### config.mk
export PLATFORM = sky130hd
export DESIGN_NAME = seg_scan_display_flat
export DESIGN_NICKNAME = d
export VERILOG_FILES = /design/src/rtl/seg_scan_display_pkg.sv /design/src/rtl/seg_scan_display_if.sv /design/src/rtl/seg_scan_display_hex7seg_dec.sv /design/src/rtl/seg_scan_display.sv /design/src/flat_wrapper.sv
export SDC_FILE = /design/constraint.sdc
export NUM_CORES = 1
export LEC_CHECK = 0
export ABC_CLOCK_PERIOD_IN_PS = 3060
export CAP_MARGIN = 20
export CELL_PAD_IN_SITES_DETAIL_PLACEMENT = 2
export CELL_PAD_IN_SITES_GLOBAL_PLACEMENT = 2
export CORE_ASPECT_RATIO = 0.6
export CORE_MARGIN = 3
export CORE_UTILIZATION = 42
export CTS_CLUSTER_DIAMETER = 80
export CTS_CLUSTER_SIZE = 40
export DETAILED_ROUTE_END_ITERATION = 7
export PLACE_DENSITY = 0.88
export SLEW_MARGIN = 15
export SYNTH_ARGS = -nofsm -noshare
export SYNTH_HDL_FRONTEND = slang
export SYNTH_SLANG_ARGS = --single-unit
### constraint.sdc
create_clock -name clk -period 3.06 [get_ports clk]
set_input_delay 0.612 -clock clk [delete_from_list [all_inputs] [get_ports clk]]
set_output_delay 0.612 -clock clk [all_outputs]
set_load 0.005 [all_outputs]
### src/rtl/seg_scan_display_pkg.sv
// seg_pkg: shared constants and helpers for the seven-segment scan driver.
//   SEG_BLANK   : active-low all-segments-off pattern {a,b,c,d,e,f,g}
//   ANODE_OFF   : active-low all-anodes-off pattern (widest legal display)
//   HEX_GLYPH   : 16-entry hex nibble to active-low segment table
//   anode_sel   : active-low one-hot-low anode word for a digit index
//   params_ok   : elaboration-time legality check of the scan parameters
package seg_pkg;

  localparam int MAX_DIGITS = 8;

  localparam logic [6:0] SEG_BLANK = 7'b1111111;
  localparam logic [MAX_DIGITS-1:0] ANODE_OFF = '1;

  // Bit 6 is segment a, bit 0 is segment g; a 0 lights the segment.
  localparam logic [6:0] HEX_GLYPH [0:15] = '{
    7'b0000001,  // 0
    7'b1001111,  // 1
    7'b0010010,  // 2
    7'b0000110,  // 3
    7'b1001100,  // 4
    7'b0100100,  // 5
    7'b0100000,  // 6
    7'b0001111,  // 7
    7'b0000000,  // 8
    7'b0000100,  // 9
    7'b0001000,  // A
    7'b1100000,  // b
    7'b0110001,  // C
    7'b1000010,  // d
    7'b0110000,  // E
    7'b0111000   // F
  };

  function automatic logic [MAX_DIGITS-1:0] anode_sel(input logic [2:0] idx);
    logic [MAX_DIGITS-1:0] one_hot;
    one_hot = {{(MAX_DIGITS-1){1'b0}}, 1'b1} << idx;
    return ~one_hot;
  endfunction

  function automatic bit params_ok(input int num_digits, input int scan_div,
                                   input int blank_cyc);
    return (num_digits >= 1) && (num_digits <= MAX_DIGITS) &&
           (scan_div >= 2) && (blank_cyc >= 0) && (blank_cyc < scan_div);
  endfunction

endpackage

### src/rtl/seg_scan_display_if.sv
// seg_scan_display_if: groups the datapath-facing inputs and the board-facing
// display pins of the scan driver.
//   data[4*NUM_DIGITS]  : hex nibbles, digit 0 in bits [3:0] (rightmost)
//   load                : capture data/dp/digit_en into staging
//   digit_en[NUM_DIGITS]: per-digit enable (0 = dark)
//   dp[NUM_DIGITS]      : per-digit decimal point (1 = lit)
//   lz_en               : leading-zero suppression, used live
//   an[NUM_DIGITS]      : active-low anodes
//   seg[7]              : active-low segments {a..g}
//   dp_n                : active-low decimal point
//   frame_start         : one-cycle pulse at the start of slot 0
// master = the register/datapath side, slave = the driver.
interface seg_scan_display_if #(
  parameter int NUM_DIGITS = 4
);

  logic [4*NUM_DIGITS-1:0] data;
  logic                    load;
  logic [NUM_DIGITS-1:0]   digit_en;
  logic [NUM_DIGITS-1:0]   dp;
  logic                    lz_en;
  logic [NUM_DIGITS-1:0]   an;
  logic [6:0]              seg;
  logic                    dp_n;
  logic                    frame_start;

  modport master (
    output data, load, digit_en, dp, lz_en,
    input  an, seg, dp_n, frame_start
  );

  modport slave (
    input  data, load, digit_en, dp, lz_en,
    output an, seg, dp_n, frame_start
  );

endinterface

### src/rtl/seg_scan_display_hex7seg_dec.sv
// hex7seg_dec: combinational hex nibble to seven-segment decoder.
//   nibble[4] : hex value 0..F
//   seg[7]    : active-low segments {a,b,c,d,e,f,g}, bit 6 = a
module hex7seg_dec
  import seg_pkg::*;
(
  input  logic [3:0] nibble,
  output logic [6:0] seg
);

  assign seg = HEX_GLYPH[nibble];

endmodule

### src/rtl/seg_scan_display.sv
// seg_scan_display: time-multiplexed multi-digit seven-segment driver.
// Scans NUM_DIGITS digits, SCAN_DIV cycles per digit slot, with the first
// BLANK_CYC cycles of every slot dark to avoid ghosting. New values are
// staged on load and committed to the displayed copy only on the frame-end
// edge so a frame never shows a mix of old and new data.
//   clk, rst_n : clock (rising edge), asynchronous active-low reset
//   bus        : seg_scan_display_if slave (inputs data/load/digit_en/dp/
//                lz_en, registered outputs an/seg/dp_n/frame_start)
module seg_scan_display
  import seg_pkg::*;
#(
  parameter int NUM_DIGITS = 4,
  parameter int SCAN_DIV   = 100000,
  parameter int BLANK_CYC  = 1000
) (
  input  logic                clk,
  input  logic                rst_n,
  seg_scan_display_if.slave   bus
);

  localparam int CNT_W  = $clog2(SCAN_DIV);
  localparam int IDX_W  = (NUM_DIGITS > 1) ? $clog2(NUM_DIGITS) : 1;
  localparam int NIB_W  = 4 * NUM_DIGITS;

  localparam logic [CNT_W-1:0] CNT_LAST  = CNT_W'(SCAN_DIV - 1);
  localparam logic [CNT_W-1:0] BLANK_END = CNT_W'(BLANK_CYC);
  localparam logic [IDX_W-1:0] IDX_LAST  = IDX_W'(NUM_DIGITS - 1);
  localparam logic [NUM_DIGITS-1:0] AN_OFF = ANODE_OFF[NUM_DIGITS-1:0];

  if (!params_ok(NUM_DIGITS, SCAN_DIV, BLANK_CYC)) begin : g_param_check
    $error("seg_scan_display: illegal NUM_DIGITS/SCAN_DIV/BLANK_CYC");
  end

  logic [CNT_W-1:0]      cnt;
  logic [IDX_W-1:0]      idx;
  logic                  slot_end;
  logic                  frame_end;

  logic [NIB_W-1:0]      stg_data;
  logic [NUM_DIGITS-1:0] stg_dp;
  logic [NUM_DIGITS-1:0] stg_en;
  logic [NIB_W-1:0]      disp_data;
  logic [NUM_DIGITS-1:0] disp_dp;
  logic [NUM_DIGITS-1:0] disp_en;

  logic [NUM_DIGITS-1:0] supp;
  logic                  zero_run;

  logic [3:0]            nib_p0;
  logic [6:0]            glyph_p0;
  logic [MAX_DIGITS-1:0] sel_p0;
  logic                  active_p0;
  logic [NUM_DIGITS-1:0] an_p0;
  logic [6:0]            seg_p0;
  logic                  dpn_p0;
  logic                  fs_p0;

  logic [NUM_DIGITS-1:0] an_p1;
  logic [6:0]            seg_p1;
  logic                  dpn_p1;
  logic                  fs_p1;

  assign slot_end  = (cnt == CNT_LAST);
  assign frame_end = slot_end && (idx == IDX_LAST);

  always_ff @(posedge clk or negedge rst_n) begin
    if (!rst_n) begin
      cnt <= '0;
      idx <= '0;
    end else if (slot_end) begin
      cnt <= '0;
      idx <= (idx == IDX_LAST) ? '0 : idx + 1'b1;
    end else begin
      cnt <= cnt + 1'b1;
    end
  end

  // A load coinciding with the frame-end edge bypasses staging so the new
  // values are visible from the very next slot 0.
  always_ff @(posedge clk or negedge rst_n) begin
    if (!rst_n) begin
      stg_data  <= '0;
      stg_dp    <= '0;
      stg_en    <= '0;
      disp_data <= '0;
      disp_dp   <= '0;
      disp_en   <= '0;
    end else begin
      if (bus.load) begin
        stg_data <= bus.data;
        stg_dp   <= bus.dp;
        stg_en   <= bus.digit_en;
      end
      if (frame_end) begin
        disp_data <= bus.load ? bus.data     : stg_data;
        disp_dp   <= bus.load ? bus.dp       : stg_dp;
        disp_en   <= bus.load ? bus.digit_en : stg_en;
      end
    end
  end

  // Walk from the most significant digit down; a digit is a leading zero
  // while every digit above it (and itself) is zero. Digit 0 always shows.
  always_comb begin
    supp     = '0;
    zero_run = 1'b1;
    for (int i = NUM_DIGITS - 1; i >= 0; i--) begin
      zero_run = zero_run & (disp_data[4*i +: 4] == 4'h0);
      if (i > 0) supp[i] = zero_run;
    end
  end

  hex7seg_dec u_dec (
    .nibble (nib_p0),
    .seg    (glyph_p0)
  );

  // Stage p0: decode the current (idx, cnt, disp) state.
  always_comb begin
    nib_p0    = disp_data[{idx, 2'b00} +: 4];
    sel_p0    = anode_sel(3'(idx));
    active_p0 = (cnt >= BLANK_END) && disp_en[idx] &&
                !(bus.lz_en && supp[idx]);
    an_p0     = AN_OFF;
    seg_p0    = SEG_BLANK;
    dpn_p0    = 1'b1;
    fs_p0     = (cnt == '0) && (idx == '0);
    if (active_p0) begin
      an_p0  = sel_p0[NUM_DIGITS-1:0];
      seg_p0 = glyph_p0;
      dpn_p0 = ~disp_dp[idx];
    end
  end

  // Stage p1: registered board outputs, one cycle behind the scan state.
  always_ff @(posedge clk or negedge rst_n) begin
    if (!rst_n) begin
      an_p1  <= AN_OFF;
      seg_p1 <= SEG_BLANK;
      dpn_p1 <= 1'b1;
      fs_p1  <= 1'b0;
    end else begin
      an_p1  <= an_p0;
      seg_p1 <= seg_p0;
      dpn_p1 <= dpn_p0;
      fs_p1  <= fs_p0;
    end
  end

  assign bus.an          = an_p1;
  assign bus.seg         = seg_p1;
  assign bus.dp_n        = dpn_p1;
  assign bus.frame_start = fs_p1;

endmodule

### src/flat_wrapper.sv
// flat-port wrapper written by rule: the top's interface ports become plain ports
module seg_scan_display_flat import seg_pkg::*;
#(
  parameter int NUM_DIGITS = 4,
  parameter int SCAN_DIV   = 100000,
  parameter int BLANK_CYC  = 1000
)
  (clk, rst_n, bus_data, bus_load, bus_digit_en, bus_dp, bus_lz_en, bus_an, bus_seg, bus_dp_n, bus_frame_start);
  seg_scan_display_if #(.NUM_DIGITS(NUM_DIGITS)) bus_i ();
  input  logic clk;
  input  logic rst_n;
  input wire logic [$bits(bus_i.data)-1:0] bus_data;
  input wire logic [$bits(bus_i.load)-1:0] bus_load;
  input wire logic [$bits(bus_i.digit_en)-1:0] bus_digit_en;
  input wire logic [$bits(bus_i.dp)-1:0] bus_dp;
  input wire logic [$bits(bus_i.lz_en)-1:0] bus_lz_en;
  output wire logic [$bits(bus_i.an)-1:0] bus_an;
  output wire logic [$bits(bus_i.seg)-1:0] bus_seg;
  output wire logic [$bits(bus_i.dp_n)-1:0] bus_dp_n;
  output wire logic [$bits(bus_i.frame_start)-1:0] bus_frame_start;
  assign bus_i.data = bus_data;
  assign bus_i.load = bus_load;
  assign bus_i.digit_en = bus_digit_en;
  assign bus_i.dp = bus_dp;
  assign bus_i.lz_en = bus_lz_en;
  assign bus_an = bus_i.an;
  assign bus_seg = bus_i.seg;
  assign bus_dp_n = bus_i.dp_n;
  assign bus_frame_start = bus_i.frame_start;
  seg_scan_display #(.NUM_DIGITS(NUM_DIGITS), .SCAN_DIV(SCAN_DIV), .BLANK_CYC(BLANK_CYC)) u_core (.clk(clk), .rst_n(rst_n), .bus(bus_i));
endmodule
==> design notes, run 1 <==
The final report lists the setup-violating endpoint count as 0. The synthesis report lists the Yosys warning total as 0. The minimum setup slack in the final design came out at 0.601 ns. The run gives 2762 as the via count of the first global-routing pass. The slowest stage of the critical path is the sky130_fd_sc_hd__dfrtp_1 cell. The yosys stat cell total was 279. Max-cap violations in this run came to 0. The tools report the kind of launch point of the worst setup path as a flip-flop.

Per the CTS log, the root buffer master is sky130_fd_sc_hd__clkbuf_16. The tools report the final-layout fill cell count as 761. With the standby leakage power at 0.00186 µW, the period utilization is 0.804. The fraction of area in clock buffers and inverters came out at 0.0682. Number of well taps: 108. The post-cts hold buffer count was 0. The flow ran to the end, and the final reports show no timing, DRC or antenna violations. Per the GRT congestion report, total overflow comes to 0. The critical register-to-register path startpoint was u_core.idx[0]. For flop-to-flop paths, the worst setup slack is 0.60 ns. The relative slew slack came out at 0.360. The maximum count of clock buffers along a single path was 2; the count of multi-input combinational gates was 177. After the last flow step, the layout net total stands at 361. The registers of the reported paths see a clock transition of 0.06 ns.

The tools report the maximum resistive drop on vdd as 0.319 mV. The post-synth tally of flip-flops with integrated enable was 0. The dominant register cell in the synthesized netlist is sky130_fd_sc_hd__dfrtp_1.
-- run 1: routing by layer --
layer / GRT usage / up-vias / wire length [µm]
li1: - / 1070 / -
met4: 0.0535 / 0 / 125
met2: 0.340 / 65 / 4640
met5: 0 / - / 0
met3: 0.0605 / 13 / 492
met1: 0.311 / 1313 / 4690
-- run 1: flip-flops by register name, indices dropped and copies added, names as in the netlist, 2 cells and up --
register and cells:
u_core.bus.seg 7, u_core.disp_en 4, u_core.idx 2, u_core.stg_en 4
u_core.stg_dp 4, u_core.stg_data 16, u_core.bus.an 4, u_core.cnt 17
u_core.disp_data 16, u_core.disp_dp 4
-- run 1: worst max-delay path, delay by kind of cell, from the launching register on --
kind | cells | cell delay [ns]
multiplexers | 2 | 0.95
AND/OR/NAND/NOR | 1 | 0.17
flip-flops | 1 | 0.68
AND-OR/OR-AND | 1 | 0.22
adder cells (fa/ha/maj) | 1 | 0.29
-- run 1: synthesized netlist by cell type, types with 4 or more instances --
library cell,n
sky130_fd_sc_hd__dfrtp_1,68
sky130_fd_sc_hd__mux2_2,50
sky130_fd_sc_hd__nand3_1,18
sky130_fd_sc_hd__nor2_1,15
sky130_fd_sc_hd__dfstp_2,12
sky130_fd_sc_hd__ha_1,12
sky130_fd_sc_hd__inv_1,11
sky130_fd_sc_hd__nor4_1,8
sky130_fd_sc_hd__clkbuf_1,7
sky130_fd_sc_hd__nand2_1,7
sky130_fd_sc_hd__nand4_1,7
sky130_fd_sc_hd__xnor2_1,7
sky130_fd_sc_hd__mux4_2,6
sky130_fd_sc_hd__xor2_1,6
sky130_fd_sc_hd__o21ai_0,4
-- run 1: cell families after synthesis --
logic type,count (synthesis),share of synthesized area
muxes,59,0.201
and+or+nand+nor,78,0.120
AOI/OAI and AO/OA,15,0.0272
DFF,80,0.555
buffers and inverters,22,0.0248
xor gates and xnor gates,13,0.0313
adders and majority gates,12,0.0413
-- run 1: worst max path at each step --
| stage | end | slack [ns] | startpoint | cells after the start |
|---|---|---|---|---|
| finish | u_core.bus.seg[6] | 0.60 | u_core.idx[0] | 5 |
| global route | u_core.bus.seg[6] | 0.47 | u_core.idx[0] | 5 |
| CTS | u_core.bus.seg[6] | 0.59 | u_core.idx[0] | 5 |
| detailed placement | u_core.disp_data[15] | 0.69 | u_core.cnt[0] | 5 |
| global placement | u_core.bus.seg[1] | 0.78 | u_core.idx[0] | 3 |
| floorplan | u_core.bus.seg[3] | 1.12 | u_core.idx[0] | 6 |
-- run 1: power by group --
| group | internal [µW] | total, µW | leakage [µW] | switching [µW] |
|---|---|---|---|---|
| clock | 640 | 1070 | 0.000144 | 433 |
| combinational | 92.4 | 174 | 0.000731 | 81.7 |
| sequential | 1110 | 1130 | 0.000981 | 25.8 |
-- run 1: stage by stage --
stage | cells | total power [µW] | hold slack [ns]
after floorplan | 279 | 1220 | 0.316
after global placement | 417 | 1300 | 0.479
after detailed placement | 417 | 1320 | 0.488
after CTS | 433 | 2400 | 0.482
after global routing | 434 | 2480 | 0.242
final | 434 | 2380 | 0.223
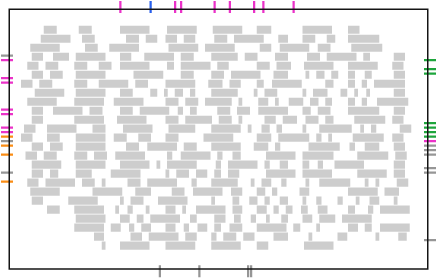
Run 1: I/O pins on the die edge
Pins as bars across the die edge, other pins in grey.
legend:
  bus_seg:
    colour: green
    pins: 7
    direction: output
    edge: right
  bus_digit_en:
    colour: orange
    pins: 4
    direction: input
    edge: left
  bus_lz_en:
    colour: blue
    pins: 1
    direction: input
    edge: top
  bus_data:
    colour: magenta
    pins: 16
    direction: input
    edge: 8 top, 7 left, 1 right
all pins by edge: 14 right, 14 left, 9 top, 4 bottom
overall die height: 78.1 µm
input/output buffers: 40
die width: 126 µm

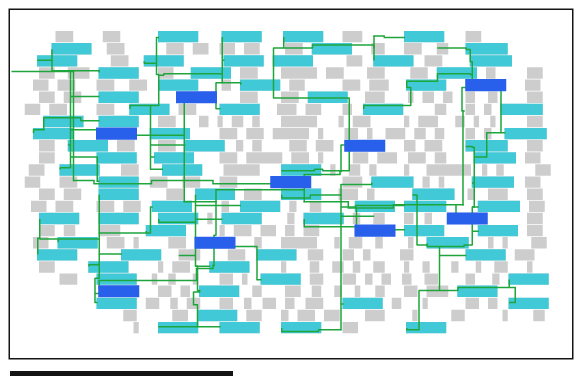
Run 1: routed clock nets over the placement
Scale bar: 50 µm.
legend:
  flip-flops:
    colour: cyan
    count: 80
  clock wires:
    colour: green
    length: 1080 µm
  clock-net drivers:
    colour: blue
    count: 9
routed clock nets: 10
flops lie: widely spread
share of total power in the clock network: 0.451
skew final: 0.00613 ns
clock latency on the worst-skew pair: 0.34 ns
power consumed by the clock network: 1070 µW

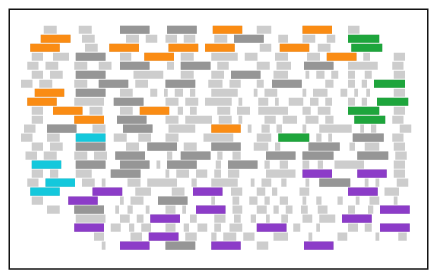
Run 1: sequential cells coloured by netlist name
legend:
  u_core.bus.seg:
    colour: green
    placed_flops: 7
  u_core.cnt:
    colour: purple
    placed_flops: 17
  u_core.stg_en:
    colour: cyan
    placed_flops: 4
  u_core.stg_data:
    colour: orange
    placed_flops: 16
combined flip-flop and latch cell area: 0.00202 mm²
sequential fraction of total cell area: 0.452

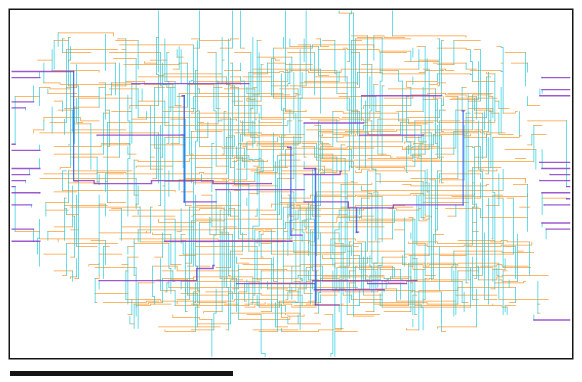
Run 1: metal layers overlaid
Scale bar: 50 µm.
legend:
  M1:
    colour: orange
    wire_length: 4690 µm
  M2:
    colour: cyan
    wire_length: 4640 µm
  M3:
    colour: purple
    wire_length: 492 µm
  M4:
    colour: blue
    wire_length: 125 µm
wire length reported by the detailed router: 9940 µm
global-route usage over all layers: 0.220
count of vias placed by the detailed router: 2461
wire length per cell: 22.9 µm

==> run 1 -> run 2 <==
--- a/config.mk
+++ b/config.mk
@@ -5,17 +5,17 @@
 export SDC_FILE = /design/constraint.sdc
 export NUM_CORES = 1
 export LEC_CHECK = 0
-export ABC_CLOCK_PERIOD_IN_PS = 3060
+export ABC_CLOCK_PERIOD_IN_PS = 2100
 export CAP_MARGIN = 20
 export CELL_PAD_IN_SITES_DETAIL_PLACEMENT = 2
 export CELL_PAD_IN_SITES_GLOBAL_PLACEMENT = 2
 export CORE_ASPECT_RATIO = 0.6
 export CORE_MARGIN = 3
-export CORE_UTILIZATION = 42
+export CORE_UTILIZATION = 35
 export CTS_CLUSTER_DIAMETER = 80
 export CTS_CLUSTER_SIZE = 40
 export DETAILED_ROUTE_END_ITERATION = 7
-export PLACE_DENSITY = 0.88
+export PLACE_DENSITY = 0.79
 export SLEW_MARGIN = 15
 export SYNTH_ARGS = -nofsm -noshare
 export SYNTH_HDL_FRONTEND = slang
==> constraint.sdc (replaced) <==
create_clock -name clk -period 2.1 [get_ports clk]
set_input_delay 0.42 -clock clk [delete_from_list [all_inputs] [get_ports clk]]
set_output_delay 0.42 -clock clk [all_outputs]
set_load 0.005 [all_outputs]
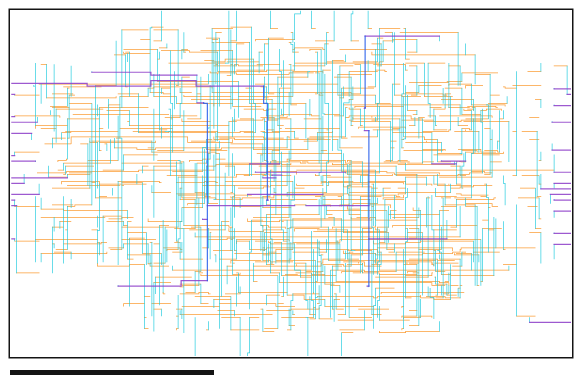
Run 2: metal layers overlaid
Scale bar: 50 µm.
legend:
  M4:
    colour: blue
    wire_length: 129 µm
  M1:
    colour: orange
    wire_length: 4660 µm
  M3:
    colour: purple
    wire_length: 367 µm
  M2:
    colour: cyan
    wire_length: 4020 µm
count of vias placed by the detailed router: 2402
wire length reported by the detailed router: 9180 µm
global-route usage over all layers: 0.174
wire length per cell: 19.4 µm

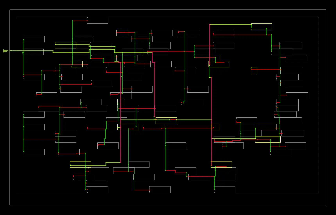
Run 2: clock wiring as the flow saved it
Inserted Clock Buffers: 9
FFs & Latches: 80

==> run 2 against run 1 <==
Compared with the run above: non-clock buffer count grew 11; final cell count is 8.8% higher; sequential share of layout area down 1.3 points; first-iteration DRC count shrank 64%; die area grew 19%; synthesized cell count did not move; register-to-register slack worse by 0.46 ns; via count down 2.4%; worst hold slack worse by 0.14 ns; utilization is 8.8 points lower; critical path type unchanged; largest cell class unchanged.
==> design notes, run 2 <==
The tools report the clock share of power as 0.465 (+0.014). The post-synth tally of flip-flops with integrated enable came out at 0 (unchanged). The run gives 279 (unchanged) for the yosys stat cell total.

The run gives 40 (unchanged) for the port buffer count. The run gives 472 (+8.8%) for the count of placed standard cells in the final layout, fillers left out. The net total in the final layout came out at 372 (+3.0%). The count of placed standard cells including taps came out at 455 (+9.1%).

Critical register-to-register path startpoint: u_core.idx[0]. The maximum count of clock buffers along a single path is 2 (unchanged). The tools report the sequential power share as 0.465 (-0.011). The relative slew slack is 0.596 (+0.237).

Yosys reports that the most numerous cell types are sky130_fd_sc_hd__dfrtp_1 (68), sky130_fd_sc_hd__mux2_2 (50), sky130_fd_sc_hd__nand3_1 (18). The period utilization is 0.934 (+0.131), and the total congestion overflow after global routing is 0 (unchanged). The global-route track usage on met1 is 0.254 (-0.0568), and the number of flip-flops under the largest register name is 17 (unchanged). The clock edge transition at the registers on the reported setup and hold paths came out at 0.06 ns (about the same).

The run finished with clean final reports. After global routing, the most crowded layer is met1. The launch point of the worst path was u_core.idx[0]. The internal cell power is 2740 µW (+49%). The number of warnings printed during yosys synthesis is 0 (unchanged).

In the final layout, the registers with the most flip-flops are u_core.cnt: 17 flops, u_core.disp_data: 16 flops, u_core.stg_data: 16 flops. The run gives 0.225 (-0.00185) for the fraction of power spent switching nets. Total power consumption of the routed design: 3540 µW (+49%).
[run 2: critical path, stage by stage (launching register included)]
cell and delay, ns:
sky130_fd_sc_hd__dfrtp_2 0.43, sky130_fd_sc_hd__mux4_2 0.59, sky130_fd_sc_hd__ha_1 0.27, sky130_fd_sc_hd__mux2_1 0.31, sky130_fd_sc_hd__a22oi_1 0.16, sky130_fd_sc_hd__nand4_1 0.11
[run 2: routing by layer]
metal,vias to the layer above,wire length [µm]
met5,-,0
met2,53,4020
met1,1240,4660
met4,0,128
li1,1097,-
met3,12,367
[run 2: timing repair]
| action | in CTS | in global routing |
|---|---|---|
| gates resized | 0 | 1 |
| endpoints found under the setup margin | 0 | 5 |
| setup buffers | 0 | 1 |
| hold buffers | 0 | 0 |
[run 2: kinds of logic after synthesis]
family | synth area share
adders and majority gates | 0.0413
and+or+nand+nor | 0.120
AOI/OAI and AO/OA | 0.0272
DFF | 0.555
xor gates and xnor gates | 0.0313
buffers and inverters | 0.0248
muxes | 0.201
[run 2: area by class of cell]
class,count,area [µm²]
Fill cell,998,5390
Sequential cell,80,2020
Multi-Input combinational cell,177,1530
Timing Repair Buffer,53,520
Clock buffer,11,253
Tap cell,135,169
Clock inverter,5,62.6
Inverter,11,41.3
[run 2: stage by stage]
step | setup slack [ns] | utilization | instance area, µm²
finish | 0.138 | 0.460 | 4590
global route | 0.0143 | 0.460 | 4590
CTS | 0.0420 | 0.459 | 4580
detailed placement | 0.0746 | 0.427 | 4270
global placement | 0.127 | 0.427 | 4270
floorplan | 0.157 | - | 3630
[run 2: power groups by stage]
stage / registers, µW / logic (µW) / clock network, µW
floorplan: 1660 / 128 / 0
global placement: 1670 / 244 / 0
detailed placement: 1670 / 254 / 0
CTS: 1640 / 256 / 1700
global route: 1650 / 278 / 1780
finish: 1640 / 249 / 1650
[run 2: path summary, 6_finish.rpt]
| path | end | slack [ns] | cells past startpoint |
|---|---|---|---|
| max in group asynchronous | u_core.stg_data[15] | 1.36 | 2 |
| hold reg to reg | u_core.stg_data[9] | 0.49 | 1 |
| setup reg to reg | u_core.bus.seg[3] | 0.14 | 5 |
| min in group clk | u_core.stg_data[9] | 0.49 | 1 |
| hold / removal | u_core.cnt[16] | 0.08 | 1 |
| setup / recovery | u_core.bus.seg[3] | 0.14 | 5 |
Power figures rest on the tool's default switching activity, not on a simulated workload.
